[src/rtl/imem_loader_pkg.sv]
// Shared types and helpers for the instruction-memory byte-stream loader.
package imem_loader_pkg;

    // Loader FSM states: wait for sync, read word count, collect bytes,
    // write one word, then compare the frame checksum.
    typedef enum logic [2:0] {
        S_IDLE = 3'd0,
        S_LEN  = 3'd1,
        S_DATA = 3'd2,
        S_WR   = 3'd3,
        S_CSUM = 3'd4
    } loader_state_t;

    // Default frame start byte.
    localparam logic [7:0] SYNC_DEFAULT = 8'hA5;

    // Number of stream bytes that make up one instruction word.
    function automatic int bytes_per_word(input int instr_w);
        return instr_w / 8;
    endfunction

endpackage

[src/rtl/imem_loader.sv]
// Byte-stream program loader: assembles framed bytes into instruction words,
// writes them into imem from address 0 upward, verifies the frame checksum
// and only lets the processing unit run after a cleanly loaded frame.
module imem_loader
    import imem_loader_pkg::*;
#(
    parameter int         INSTR_W = 16,
    parameter int         ADDR_W  = 8,
    parameter logic [7:0] SYNC    = SYNC_DEFAULT
) (
    input  logic               clk,
    input  logic               rst_n,
    input  logic [7:0]         i_data,
    input  logic               i_valid,
    output logic               o_ready,
    output logic               o_mem_we,
    output logic [ADDR_W-1:0]  o_mem_addr,
    output logic [INSTR_W-1:0] o_mem_wd,
    output logic               o_pu_run,
    output logic               o_busy,
    output logic               o_done,
    output logic               o_err
);

    localparam int         BPW       = bytes_per_word(INSTR_W);
    localparam logic [1:0] LAST_BYTE = 2'(BPW - 1);

    loader_state_t       r_state;
    logic [7:0]          r_len;
    logic [7:0]          r_word_cnt;
    logic [1:0]          r_byte_cnt;
    logic [7:0]          r_acc;
    logic [INSTR_W-1:0]  r_word;
    logic [ADDR_W-1:0]   r_addr;

    logic                w_xfer;
    logic [INSTR_W-1:0]  w_word_next;
    logic [7:0]          w_cnt_next;

    // A byte moves only when the source offers it and the loader can take it.
    assign w_xfer = i_valid & o_ready;

    // New byte enters at the bottom; the oldest byte falls off the top, so
    // after BPW bytes the first byte received sits in the MSBs.
    assign w_word_next = INSTR_W'({r_word, i_data});

    // Word count after the word currently being written.
    assign w_cnt_next = r_word_cnt + 8'd1;

    // Frame FSM with all datapath registers and registered outputs.
    always_ff @(posedge clk or negedge rst_n) begin
        if (!rst_n) begin
            r_state    <= S_IDLE;
            r_len      <= '0;
            r_word_cnt <= '0;
            r_byte_cnt <= '0;
            r_acc      <= '0;
            r_word     <= '0;
            r_addr     <= '0;
            o_ready    <= 1'b1;
            o_mem_we   <= 1'b0;
            o_mem_addr <= '0;
            o_mem_wd   <= '0;
            o_pu_run   <= 1'b0;
            o_busy     <= 1'b0;
            o_done     <= 1'b0;
            o_err      <= 1'b0;
        end else begin
            o_mem_we <= 1'b0;
            o_done   <= 1'b0;
            case (r_state)
                S_IDLE: begin
                    if (w_xfer && (i_data == SYNC)) begin
                        r_state  <= S_LEN;
                        r_addr   <= '0;
                        o_pu_run <= 1'b0;
                        o_err    <= 1'b0;
                        o_busy   <= 1'b1;
                    end
                end

                S_LEN: begin
                    if (w_xfer) begin
                        r_len      <= i_data;
                        r_acc      <= i_data;
                        r_word_cnt <= '0;
                        r_byte_cnt <= '0;
                        if (i_data == 8'd0) begin
                            r_state <= S_CSUM;
                        end else begin
                            r_state <= S_DATA;
                        end
                    end
                end

                S_DATA: begin
                    if (w_xfer) begin
                        r_acc  <= r_acc + i_data;
                        r_word <= w_word_next;
                        if (r_byte_cnt == LAST_BYTE) begin
                            r_byte_cnt <= '0;
                            r_state    <= S_WR;
                            o_ready    <= 1'b0;
                            o_mem_we   <= 1'b1;
                            o_mem_wd   <= w_word_next;
                            o_mem_addr <= r_addr;
                        end else begin
                            r_byte_cnt <= r_byte_cnt + 2'd1;
                        end
                    end
                end

                S_WR: begin
                    r_addr     <= r_addr + ADDR_W'(1);
                    r_word_cnt <= w_cnt_next;
                    o_ready    <= 1'b1;
                    if (w_cnt_next == r_len) begin
                        r_state <= S_CSUM;
                    end else begin
                        r_state <= S_DATA;
                    end
                end

                S_CSUM: begin
                    if (w_xfer) begin
                        if (i_data == r_acc) begin
                            o_pu_run <= 1'b1;
                            o_done   <= 1'b1;
                        end else begin
                            o_err <= 1'b1;
                        end
                        o_busy  <= 1'b0;
                        r_state <= S_IDLE;
                    end
                end

                default: begin
                    r_state <= S_IDLE;
                    o_ready <= 1'b1;
                    o_busy  <= 1'b0;
                end
            endcase
        end
    end

endmodule

[config.mk]
export PLATFORM = sky130hd
export DESIGN_NAME = imem_loader
export DESIGN_NICKNAME = d
export VERILOG_FILES = /design/src/rtl/imem_loader_pkg.sv /design/src/rtl/imem_loader.sv
export SDC_FILE = /design/constraint.sdc
export NUM_CORES = 1
export LEC_CHECK = 0
export ABC_AREA = 1
export CELL_PAD_IN_SITES_DETAIL_PLACEMENT = 0
export CELL_PAD_IN_SITES_GLOBAL_PLACEMENT = 2
export CORE_AREA = 2 2 127 129
export DETAILED_ROUTE_END_ITERATION = 12
export DIE_AREA = 0 0 129 131
export HOLD_SLACK_MARGIN = 0.06
export PLACE_DENSITY_LB_ADDON = 0.1
export SYNTH_ARGS = -nofsm -noshare
export SYNTH_HDL_FRONTEND = slang
export SYNTH_SLANG_ARGS = --single-unit
[constraint.sdc]
create_clock -name clk -period 4.3 [get_ports clk]
set_input_delay 0.645 -clock clk [delete_from_list [all_inputs] [get_ports clk]]
set_output_delay 0.645 -clock clk [all_outputs]
set_load 0.05 [all_outputs]
Figure 1. Sequential cells grouped by signal name.
Scale bar: 50 µm.
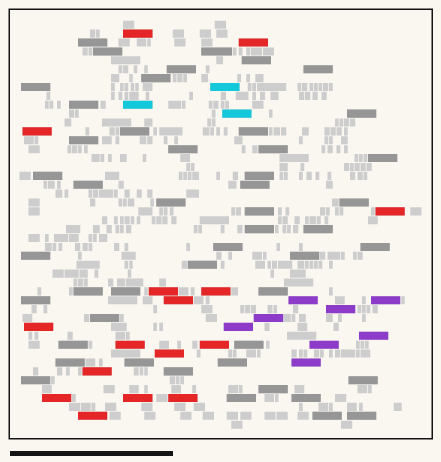
Cyan is r_state, flops 3. Purple is r_addr, flops 8. Red is o_mem_wd, flops 16.
Another 48 sequential cells are not coloured.

Figure 2. Logic cells by family.
Scale bar: 50 µm.
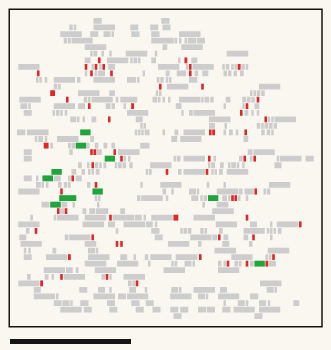
Red is inv cells, cells 64, most used inv_1, where widely spread. Green is fa/ha/maj cells, cells 10, most used ha_1.

==> qor.json <==
{
  "largest_register_ff_count": 16,
  "area_growth_syn_to_layout_pct": 23.45,
  "max-clock-path-buffers": 2,
  "groute.layer.met1.usage_pct": 18.01,
  "regArea_mm2": 0.001878,
  "critPathLaunchType": "input pin",
  "synth-compound-area-share_pct": 13.54,
  "worst_path_max_delay_cell": "sky130_fd_sc_hd__clkdlybuf4s50_1",
  "swShare_pct": 23.85,
  "final_core_util_pct": 30.28,
  "clkSlewWorstSetupHoldPaths_ns": 0.07,
  "timing.slew.headroom_pct": 31.63,
  "syn-instance-count": 452,
  "ys_top_logic_family": "simple AND/OR/NAND/NOR gates",
  "path_buffers": 1,
  "cp.depth": 11,
  "grt_remaining_overflow": 0,
  "die_h_um": 131,
  "ir_drop_v": 0.0001625,
  "postSynth.topFlopCell": "sky130_fd_sc_hd__dfrtp_1",
  "hold_class": "in -> async",
  "crit_path_frequent_cell": "sky130_fd_sc_hd__nand2_1",
  "n_fill_cell": 1660,
  "powerDensity_mw_per_mm2": 318.0,
  "postSynthSeqShare_pct": 49.08,
  "grtUsageTotal_pct": 13.67,
  "power.clock.fraction_pct": 49.6,
  "comb_area_mm2": 0.001633,
  "synth-edff-count": 0,
  "peak_per_stage_delay_on_the_critical_path_ns": 0.57,
  "mappedNetlistNets": 473,
  "fa_ha_maj_cells_area_fraction_pct": 3.466,
  "layout.cells.most_common_list": "sky130_fd_sc_hd__nand2_1, sky130_fd_sc_hd__dfrtp_1, sky130_fd_sc_hd__inv_1",
  "tritoncts": "built",
  "finalMaxSlewViolations": 0,
  "internal_power_mw": 1.144,
  "syn_area_per_cell_um2": 8.465,
  "viasPerCell": 4.144,
  "finClkSkew_ns": 0.007477,
  "log.warning_count": 26,
  "postRouteWirelength_um": 10390,
  "layout_top_cell": "sky130_fd_sc_hd__nand2_1",
  "post-dp-hpwl_um": 7353,
  "ys.flops": 75,
  "ctsRootBufferMaster": "sky130_fd_sc_hd__clkbuf_16",
  "hold_violations": 0,
  "crit_path_max_fanout": 5,
  "worst-r2r-setup-slack_ns": 2.29,
  "floorplan.core_util_pct": 24.53,
  "level_count_of_the_clock_h_tree": 3,
  "stdcell_area_mm2": 0.004723,
  "std_cell_rows": 46,
  "p_leak_nw": 2.321,
  "total_switching_power_mw": 0.3582,
  "cts_num_sinks": 75,
  "ios": 41,
  "core_mm2": 0.01560,
  "comb_power_share_pct": 3.4,
  "grt_max_degree": 76,
  "holdBufCountCts": 0,
  "synth-area-yosys_mm2": 0.003826,
  "cp-startpoint": "i_data[2]",
  "netlist_top_cells_count": "sky130_fd_sc_hd__nand2_1, sky130_fd_sc_hd__dfrtp_1, sky130_fd_sc_hd__inv_1",
  "port-buffer-count": 40,
  "crit-reg2reg-launch": "r_state[2]",
  "max_clock_freq_mhz": 424.7,
  "critical_path.endpoint": "r_acc[5]",
  "postLayoutSetupSlackWorst_ns": 1.946,
  "post_layout_nonfiller_instances": 717,
  "top_area_cell": "sky130_fd_sc_hd__dfrtp_1",
  "drt_pass1_iterations": 4,
  "setup_total_negative_slack_ns": 0,
  "synth.cellmix.xorXnorShare_pct": 1.373,
  "timing.critical_path.to_type": "register",
  "status": "complete, no violations",
  "chipArea_mm2": 0.01690,
  "worst-endpoint-required_ns": 4.54,
  "antenna_cells": 0,
  "most_common_cell": "sky130_fd_sc_hd__nand2_1",
  "synth.distinct_cells": 36,
  "drt.antenna.violating_nets": 0,
  "placed_area_mm2": 0.004434,
  "first_global_vias": 3111
}
-- layout make-up --
cell class | instances | area share, %
clock buffers | 11 | 5.351
clock inverters | 5 | 0.7682
inverters | 64 | 5.245
multi-input cells | 305 | 34.57
flip-flops and latches | 75 | 39.76
well taps | 216 | 5.722
repair buffers | 41 | 8.583
-- power groups by stage --
stage,sequential (mW),clock [mW],combinational [mW]
detailed placement,0.719,0,0.0545
global placement,0.719,0,0.0551
CTS,0.705,0.777,0.0547
finish,0.706,0.745,0.0515
floorplan,0.719,0,0.0166
global route,0.705,0.802,0.0590
-- routing by layer --
metal  share of wire, %  vias to the layer above  routed length, µm
li1                   -                     1560                  -
met1                 49                     1360               5139
met2                 46                       33               4754
met3                2.5                       18                255
met4                2.3                        0                244
met5                  0                        -                  0
Power and IR drop assume default switching activity.
